[src/rtl/tdm_demux_pkg.sv]
// Shared types and constants for the 31-lane TDM demultiplexer.
// Optional parity checking is enabled by defining DEMUX_PARITY_EN.
package tdm_demux_pkg;

    localparam int LANES = 31;
    localparam int SEL_W = 5;

    typedef logic [SEL_W-1:0] lane_idx_t;
    typedef logic [LANES-1:0] lane_mask_t;

    localparam lane_idx_t INVALID_SEL = 5'd31;
    localparam lane_idx_t LAST_LANE   = 5'd30;

endpackage

[src/rtl/tdm_demux_if.sv]
// Receive-side symbol bus for tdm_demux; in_par exists only when DEMUX_PARITY_EN is defined.
interface tdm_demux_if #(
    parameter int WIDTH = 2
);
    import tdm_demux_pkg::*;

    logic             in_valid;
    lane_idx_t        in_sel;
    logic [WIDTH-1:0] in_data;
`ifdef DEMUX_PARITY_EN
    logic             in_par;
`endif
    logic             seq_mode;
    logic             in_sync;

`ifdef DEMUX_PARITY_EN
    modport master (output in_valid, in_sel, in_data, in_par, seq_mode, in_sync);
    modport slave  (input  in_valid, in_sel, in_data, in_par, seq_mode, in_sync);
`else
    modport master (output in_valid, in_sel, in_data, seq_mode, in_sync);
    modport slave  (input  in_valid, in_sel, in_data, seq_mode, in_sync);
`endif

endinterface

[src/rtl/tdm_demux_slot_ctr.sv]
// Wrapping slot counter (0..30) for sequential-mode lane selection.
module tdm_demux_slot_ctr
    import tdm_demux_pkg::*;
(
    input  logic      clk,
    input  logic      rst,
    input  logic      sync,
    input  logic      inc,
    output lane_idx_t slot
);

    lane_idx_t slot_q;
    lane_idx_t slot_d;
    lane_idx_t base;

    // Sync clears first so a same-cycle increment starts from slot 0.
    always_comb begin
        base   = sync ? '0 : slot_q;
        slot_d = base;
        if (inc) begin
            slot_d = (base == LAST_LANE) ? '0 : base + 5'd1;
        end
    end

    always_ff @(posedge clk) begin
        if (rst) begin
            slot_q <= '0;
        end else begin
            slot_q <= slot_d;
        end
    end

    assign slot = slot_q;

endmodule

[src/rtl/tdm_demux.sv]
// 31-lane time-division demultiplexer with refresh tracking and frame-complete pulse.
// Define DEMUX_PARITY_EN to drop writes whose {in_data, in_par} has odd parity.
module tdm_demux
    import tdm_demux_pkg::*;
#(
    parameter int WIDTH = 2
) (
    input  logic             clk,
    input  logic             rst,
    tdm_demux_if.slave       bus,
    output logic [WIDTH-1:0] out0,  out1,  out2,  out3,  out4,  out5,  out6,  out7,
    output logic [WIDTH-1:0] out8,  out9,  out10, out11, out12, out13, out14, out15,
    output logic [WIDTH-1:0] out16, out17, out18, out19, out20, out21, out22, out23,
    output logic [WIDTH-1:0] out24, out25, out26, out27, out28, out29, out30,
    output lane_mask_t       upd,
    output logic             frame_done,
    output logic             err,
    output lane_idx_t        slot
);

    logic [WIDTH-1:0] lane_q [LANES];
    logic [WIDTH-1:0] lane_d [LANES];
    lane_mask_t       mask_q, mask_d;
    lane_mask_t       upd_q, upd_d;
    logic             frame_done_q, frame_done_d;
    logic             err_q, err_d;

    lane_idx_t        slot_cnt;
    lane_idx_t        cur_slot;
    lane_idx_t        lane;
    logic             lane_ok;
    logic             par_ok;
    logic             accept;

    // In sequential mode every valid cycle consumes a slot, even if parity drops it.
    tdm_demux_slot_ctr u_slot_ctr (
        .clk  (clk),
        .rst  (rst),
        .sync (bus.in_sync),
        .inc  (bus.in_valid && bus.seq_mode),
        .slot (slot_cnt)
    );

    always_comb begin
        cur_slot = bus.in_sync ? '0 : slot_cnt;
        lane     = bus.seq_mode ? cur_slot : bus.in_sel;
        lane_ok  = (lane != INVALID_SEL);
`ifdef DEMUX_PARITY_EN
        par_ok   = ~^{bus.in_data, bus.in_par};
`else
        par_ok   = 1'b1;
`endif
        accept   = bus.in_valid && lane_ok && par_ok;

        lane_d       = lane_q;
        upd_d        = '0;
        mask_d       = bus.in_sync ? '0 : mask_q;
        frame_done_d = 1'b0;
        err_d        = bus.in_valid && !(lane_ok && par_ok);

        // Completing the mask fires frame_done and restarts tracking in the same update.
        if (accept) begin
            lane_d[lane] = bus.in_data;
            upd_d        = lane_mask_t'(1) << lane;
            mask_d       = mask_d | upd_d;
            if (mask_d == '1) begin
                frame_done_d = 1'b1;
                mask_d       = '0;
            end
        end
    end

    always_ff @(posedge clk) begin
        if (rst) begin
            for (int i = 0; i < LANES; i++) begin
                lane_q[i] <= '0;
            end
            mask_q       <= '0;
            upd_q        <= '0;
            frame_done_q <= 1'b0;
            err_q        <= 1'b0;
        end else begin
            lane_q       <= lane_d;
            mask_q       <= mask_d;
            upd_q        <= upd_d;
            frame_done_q <= frame_done_d;
            err_q        <= err_d;
        end
    end

    assign upd        = upd_q;
    assign frame_done = frame_done_q;
    assign err        = err_q;
    assign slot       = slot_cnt;

    assign out0  = lane_q[0];
    assign out1  = lane_q[1];
    assign out2  = lane_q[2];
    assign out3  = lane_q[3];
    assign out4  = lane_q[4];
    assign out5  = lane_q[5];
    assign out6  = lane_q[6];
    assign out7  = lane_q[7];
    assign out8  = lane_q[8];
    assign out9  = lane_q[9];
    assign out10 = lane_q[10];
    assign out11 = lane_q[11];
    assign out12 = lane_q[12];
    assign out13 = lane_q[13];
    assign out14 = lane_q[14];
    assign out15 = lane_q[15];
    assign out16 = lane_q[16];
    assign out17 = lane_q[17];
    assign out18 = lane_q[18];
    assign out19 = lane_q[19];
    assign out20 = lane_q[20];
    assign out21 = lane_q[21];
    assign out22 = lane_q[22];
    assign out23 = lane_q[23];
    assign out24 = lane_q[24];
    assign out25 = lane_q[25];
    assign out26 = lane_q[26];
    assign out27 = lane_q[27];
    assign out28 = lane_q[28];
    assign out29 = lane_q[29];
    assign out30 = lane_q[30];

endmodule

[src/flat_wrapper.sv]
// flat-port wrapper written by rule: the top's interface ports become plain ports
module tdm_demux_flat import tdm_demux_pkg::*;
#(
    parameter int WIDTH = 2
)
  (clk, rst, out0, out1, out2, out3, out4, out5, out6, out7, out8, out9, out10, out11, out12, out13, out14, out15, out16, out17, out18, out19, out20, out21, out22, out23, out24, out25, out26, out27, out28, out29, out30, upd, frame_done, err, slot, bus_in_valid, bus_in_sel, bus_in_data, bus_seq_mode, bus_in_sync);
  tdm_demux_if #(.WIDTH(WIDTH)) bus_i ();
  input  logic clk;
  input  logic rst;
  output logic [WIDTH-1:0] out0;
  output logic [WIDTH-1:0] out1;
  output logic [WIDTH-1:0] out2;
  output logic [WIDTH-1:0] out3;
  output logic [WIDTH-1:0] out4;
  output logic [WIDTH-1:0] out5;
  output logic [WIDTH-1:0] out6;
  output logic [WIDTH-1:0] out7;
  output logic [WIDTH-1:0] out8;
  output logic [WIDTH-1:0] out9;
  output logic [WIDTH-1:0] out10;
  output logic [WIDTH-1:0] out11;
  output logic [WIDTH-1:0] out12;
  output logic [WIDTH-1:0] out13;
  output logic [WIDTH-1:0] out14;
  output logic [WIDTH-1:0] out15;
  output logic [WIDTH-1:0] out16;
  output logic [WIDTH-1:0] out17;
  output logic [WIDTH-1:0] out18;
  output logic [WIDTH-1:0] out19;
  output logic [WIDTH-1:0] out20;
  output logic [WIDTH-1:0] out21;
  output logic [WIDTH-1:0] out22;
  output logic [WIDTH-1:0] out23;
  output logic [WIDTH-1:0] out24;
  output logic [WIDTH-1:0] out25;
  output logic [WIDTH-1:0] out26;
  output logic [WIDTH-1:0] out27;
  output logic [WIDTH-1:0] out28;
  output logic [WIDTH-1:0] out29;
  output logic [WIDTH-1:0] out30;
  output lane_mask_t upd;
  output logic frame_done;
  output logic err;
  output lane_idx_t slot;
  input wire logic [$bits(bus_i.in_valid)-1:0] bus_in_valid;
  input wire logic [$bits(bus_i.in_sel)-1:0] bus_in_sel;
  input wire logic [$bits(bus_i.in_data)-1:0] bus_in_data;
  input wire logic [$bits(bus_i.seq_mode)-1:0] bus_seq_mode;
  input wire logic [$bits(bus_i.in_sync)-1:0] bus_in_sync;
  assign bus_i.in_valid = bus_in_valid;
  assign bus_i.in_sel = bus_in_sel;
  assign bus_i.in_data = bus_in_data;
  assign bus_i.seq_mode = bus_seq_mode;
  assign bus_i.in_sync = bus_in_sync;
  tdm_demux #(.WIDTH(WIDTH)) u_core (.clk(clk), .rst(rst), .bus(bus_i), .out0(out0), .out1(out1), .out2(out2), .out3(out3), .out4(out4), .out5(out5), .out6(out6), .out7(out7), .out8(out8), .out9(out9), .out10(out10), .out11(out11), .out12(out12), .out13(out13), .out14(out14), .out15(out15), .out16(out16), .out17(out17), .out18(out18), .out19(out19), .out20(out20), .out21(out21), .out22(out22), .out23(out23), .out24(out24), .out25(out25), .out26(out26), .out27(out27), .out28(out28), .out29(out29), .out30(out30), .upd(upd), .frame_done(frame_done), .err(err), .slot(slot));
endmodule
[config.mk]
export PLATFORM = sky130hd
export DESIGN_NAME = tdm_demux_flat
export DESIGN_NICKNAME = d
export VERILOG_FILES = /design/src/rtl/tdm_demux_pkg.sv /design/src/rtl/tdm_demux_if.sv /design/src/rtl/tdm_demux_slot_ctr.sv /design/src/rtl/tdm_demux.sv /design/src/flat_wrapper.sv
export SDC_FILE = /design/constraint.sdc
export NUM_CORES = 1
export LEC_CHECK = 0
export ABC_AREA = 1
export CORE_MARGIN = 1
export CORE_UTILIZATION = 63
export CTS_BUF_LIST = sky130_fd_sc_hd__clkbuf_16
export CTS_CLUSTER_SIZE = 30
export DETAILED_ROUTE_END_ITERATION = 8
export DONT_BUFFER_PORTS = 1
export PLACE_DENSITY = 0.82
export REMOVE_ABC_BUFFERS = 1
export SETUP_SLACK_MARGIN = 0.02
export SLEW_MARGIN = 5
export SYNTH_ARGS = -nofsm -noshare
export SYNTH_HDL_FRONTEND = slang
export SYNTH_SLANG_ARGS = --single-unit
[constraint.sdc]
create_clock -name clk -period 3 [get_ports clk]
set_clock_uncertainty 0.05 [all_clocks]
set_input_delay 0.75 -clock clk [delete_from_list [all_inputs] [get_ports clk]]
set_output_delay 0.75 -clock clk [all_outputs]
set_load 0.05 [all_outputs]
clock_wires.png
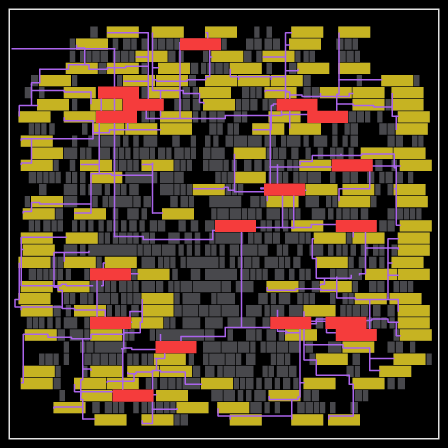
- clock wires: purple (length 1480 um)
- flip-flops: yellow (count 131)
- clock-net drivers: red (count 17)
- routed clock nets: 18
- flops lie: all over the die
clock share of power: 49.8%
clock latency at the later pin of the worst-skew pair: 410 ps
reported clock group power: 0.00197 W

congestion_map.png
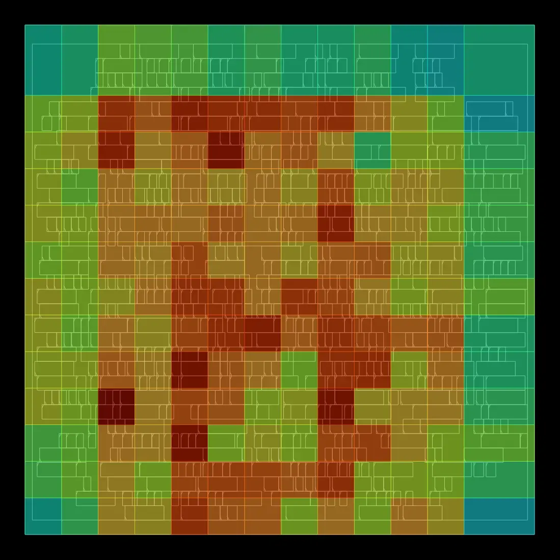
global routing's busiest layer: met2
GRT Total Usage: 30.5%

==> flow_summary.toml <==
# synthesis and place-and-route metrics
[die]
tapCellCount = 105
floorplan.initialDensity_pct = 66.5
num_io_pins = 112
dieHeight_um = 96.1
die_x_um = 96.1
rows = 33
die_area_um2 = 9230

[finish]
nNetsFinal = 728
ff_latch_area_um2 = 2620
combGateArea_um2 = 2480
number_of_non_filler_instances_in_the_completed_layout = 833
final_area_um2 = 6140
clockNetworkAreaShare_pct = 9.24
layout.nonclk_buf_share_pct = 2.00
final.signal_inverter_count = 56
final_layout_size_suffix_gt1_share_pct = 15.7
comb.multi_input.count = 497
area.share.combinational_pct = 40.4
numSequentialCells = 131
count_of_antenna_diodes_in_the_layout = 0
layout.cells.largest_class = "sequential cells"
n_clock_buffer = 17
num-fill-cells = 643
area.growth.synth_to_final_pct = 10.1
area.share.sequential_pct = 42.7
layout.non_clock_buffers = 13
layout_top_cells_excl_fill_tap = "nand2_1 (169), dfxtp_1 (131), nor2_1 (97), o21ai_0 (57)"
layout_top_cell_excl_fill_tap = "nand2_1"

[clock_tree]
path_clk_slew_ps = 60
clk_path_buf_depth = 2
htreeDepth = 4
post_cts_buffers = 0
clock_sinks = 131
cts_resized = 0
root_buffer = "clkbuf_16"
clock_tree_from_tritoncts = "done"
cts-hold-fix-buffers = 0
cts_inserted_buffers = 17

[outcome]
status = "complete, no violations"

[critical_path]
cp.required_ps = 3300
worstPathArrival_ps = 2690
critical_path.reg2reg.endpoint = "u_core.frame_done$_SDFF_PP0_"
reg2regPathDepth = 13
timing.critical_path.slowest_cell_delay_ps = 310
worstSetupStartpointType = "input pin"
critical_path.top_delay_family = "simple AND/OR/NAND/NOR gates"
path_buffers = 2
r2r_slack_ps = 720
critical_path.max_fanout = 18
worst-setup-path-type = "input pin to register"
r2r-start = "u_core.u_slot_ctr.slot[1]$_SDFF_PP0_"
critPathMostFrequentCell = "nand2_1"
critical_path.cell_chain = "inv_2, nand2_2, nand2_1, nand2_2, nor2_4, nand3_1, nand2_1, nand2_1, nor2_1, nand2_2, nor2_8, buf_4, nand2_1, nor2_1"
critical_path.endpoint_type = "register"
crit_path_slowest_cell = "buf_4"

[timing]
fmax_mhz = 417
setup_viol = 0
rsz0062_at_grt = "no"
timing.final.hold_violations = 0
timing.setup.tns_ps = 0
layout_min_cycle_time_ps = 2400
finalWorstSetupSlack_ps = 603
min_period_over_period_pct = 79.9
final-max-slew-violation-count = 0
timing.max_slew.rel_slack_pct = 61.1
max_slew.worst_pin.slew_ps = 579
fin_hold_ws_ps = 355

[yosys]
yosys-stat-cells = 724
synthDominantCellAreaShare_pct = 47.0
largest_area_cell = "dfxtp_1"
synthArstFlopShare_pct = 0
post_synth_main_area_contributors = "dfxtp_1 (47%), nand2_1 (11%), nor2_1 (6.5%)"
syn_avg_cell_area_um2 = 7.70
yosys.cell_types.count = 35
ys.flop_type = "dfxtp_1"
ys.flops = 131
ys_seq_share_pct = 47.0
yosys_warnings = 0
edf_count = 0
ys_area_um2 = 5580
netlist_area_um2 = 5580
synth_cells = 724

[routing]
dr.pass1.iters = 5
drt.antenna.violating_nets = 0
dr.first_iter.drc_count = 294
drt-wirelength-per-cell_um = 16.0
drt_wl_total_um = 13300
post-route-drc-count = 0
detailroute.via_count = 4702
post_drt_via_cell_ratio = 5.64

[run]
cap_viol_max_count = 0
warnings = 25

[placement]
numPlacedInstances = 802
pre_cts_ws_ps = 235
dp_hpwl_um = 8680
io_buffer_count = 0
gp_congestion = 0.980
placedInstanceArea_um2 = 5570

[pwr]
combPwrFrac_pct = 4.3
netSwitchingPower_w = 0.000945
total_power_w = 0.00396
power.share.switching_pct = 23.9
leak_pwr_nw = 2.49
power.sequential.fraction_pct = 45.9
cellInternalPower_w = 0.00302
power_density_nw_per_um2 = 645
vdd_ir_drop_max_mv = 0.396

[hold_path]
holdCritStartpoint = "rst"
hold_path_class = "input pin to register"
min_path_cells = 1
hold_endpoint = "u_core.upd[26]$_SDFF_PP0_"

[global_routing]
antenna_found_initial = 0
via_count_of_the_first_global_routing_pass = 4457
global_route_wire_length_before_repair_um = 21400
leftover_overflow_at_the_end_of_global_routing = 0
pin_count_of_the_biggest_net_entering_global_routing = 51
util_map.png
The die is cut into 10 by 10 equal tiles; dark blue is low, red is high, 0 to 100% covered.
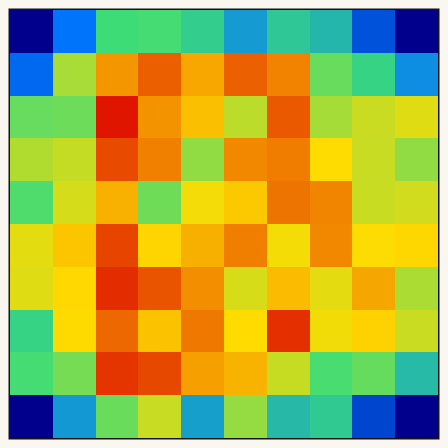
- tiles over 75% full: 41%
- nearly empty tiles: 4.0%
- fullest tile: 98%
Placeable Area: 8380 um^2
Layout Utilization: 73.2%

[routing by layer]
| layer | up-vias | global-route usage [%] | share of wire [%] |
|---|---|---|---|
| met3 | 28 | 8.21 | 6.0 |
| met4 | 0 | 11.6 | 2.0 |
| li1 | 2300 | - | - |
| met1 | 2206 | 36.7 | 42 |
| met5 | - | 0 | 0 |
| met2 | 168 | 51.7 | 50 |
[how the worst max path moves through the flow]
stage / start / to / cells past startpoint
floorplan: bus_in_sync / u_core.mask_q[30]$_SDFF_PP0_ / 11
global placement: bus_in_sync / u_core.mask_q[30]$_SDFF_PP0_ / 13
detailed placement: bus_in_sync / u_core.frame_done$_SDFF_PP0_ / 14
CTS: bus_in_sync / u_core.frame_done$_SDFF_PP0_ / 14
global route: bus_in_sync / u_core.frame_done$_SDFF_PP0_ / 14
finish: bus_in_sync / u_core.frame_done$_SDFF_PP0_ / 14
[power groups by stage]
stage | Clock [W] | Combinational [W] | Sequential (W)
floorplan | 0 | 0.000122 | 0.00186
global placement | 0 | 0.000161 | 0.00186
detailed placement | 0 | 0.000166 | 0.00186
CTS | 0.00198 | 0.000169 | 0.00182
global route | 0.00206 | 0.000188 | 0.00182
finish | 0.00197 | 0.000170 | 0.00182
[cells in the mapped netlist, drive strengths merged (2+ instances only)]
library cell / number
o21ai: 60
nand2: 185
a21oi: 81
nor2: 107
or2: 7
clkinv: 2
nand4: 2
dfxtp: 131
nand3: 48
clkbuf: 20
buf: 20
inv: 54
[kinds of logic (layout without fill, tap and decap cells)]
family,count (synthesis),in the layout,synth area share [%]
DFF,131,131,47.0
buffers and inverters,96,100,8.44
AOI/OAI and AO/OA,146,146,15.4
and+or+nand+nor,351,351,29.1
No activity file was given, so power comes from the tool's default toggle rates.
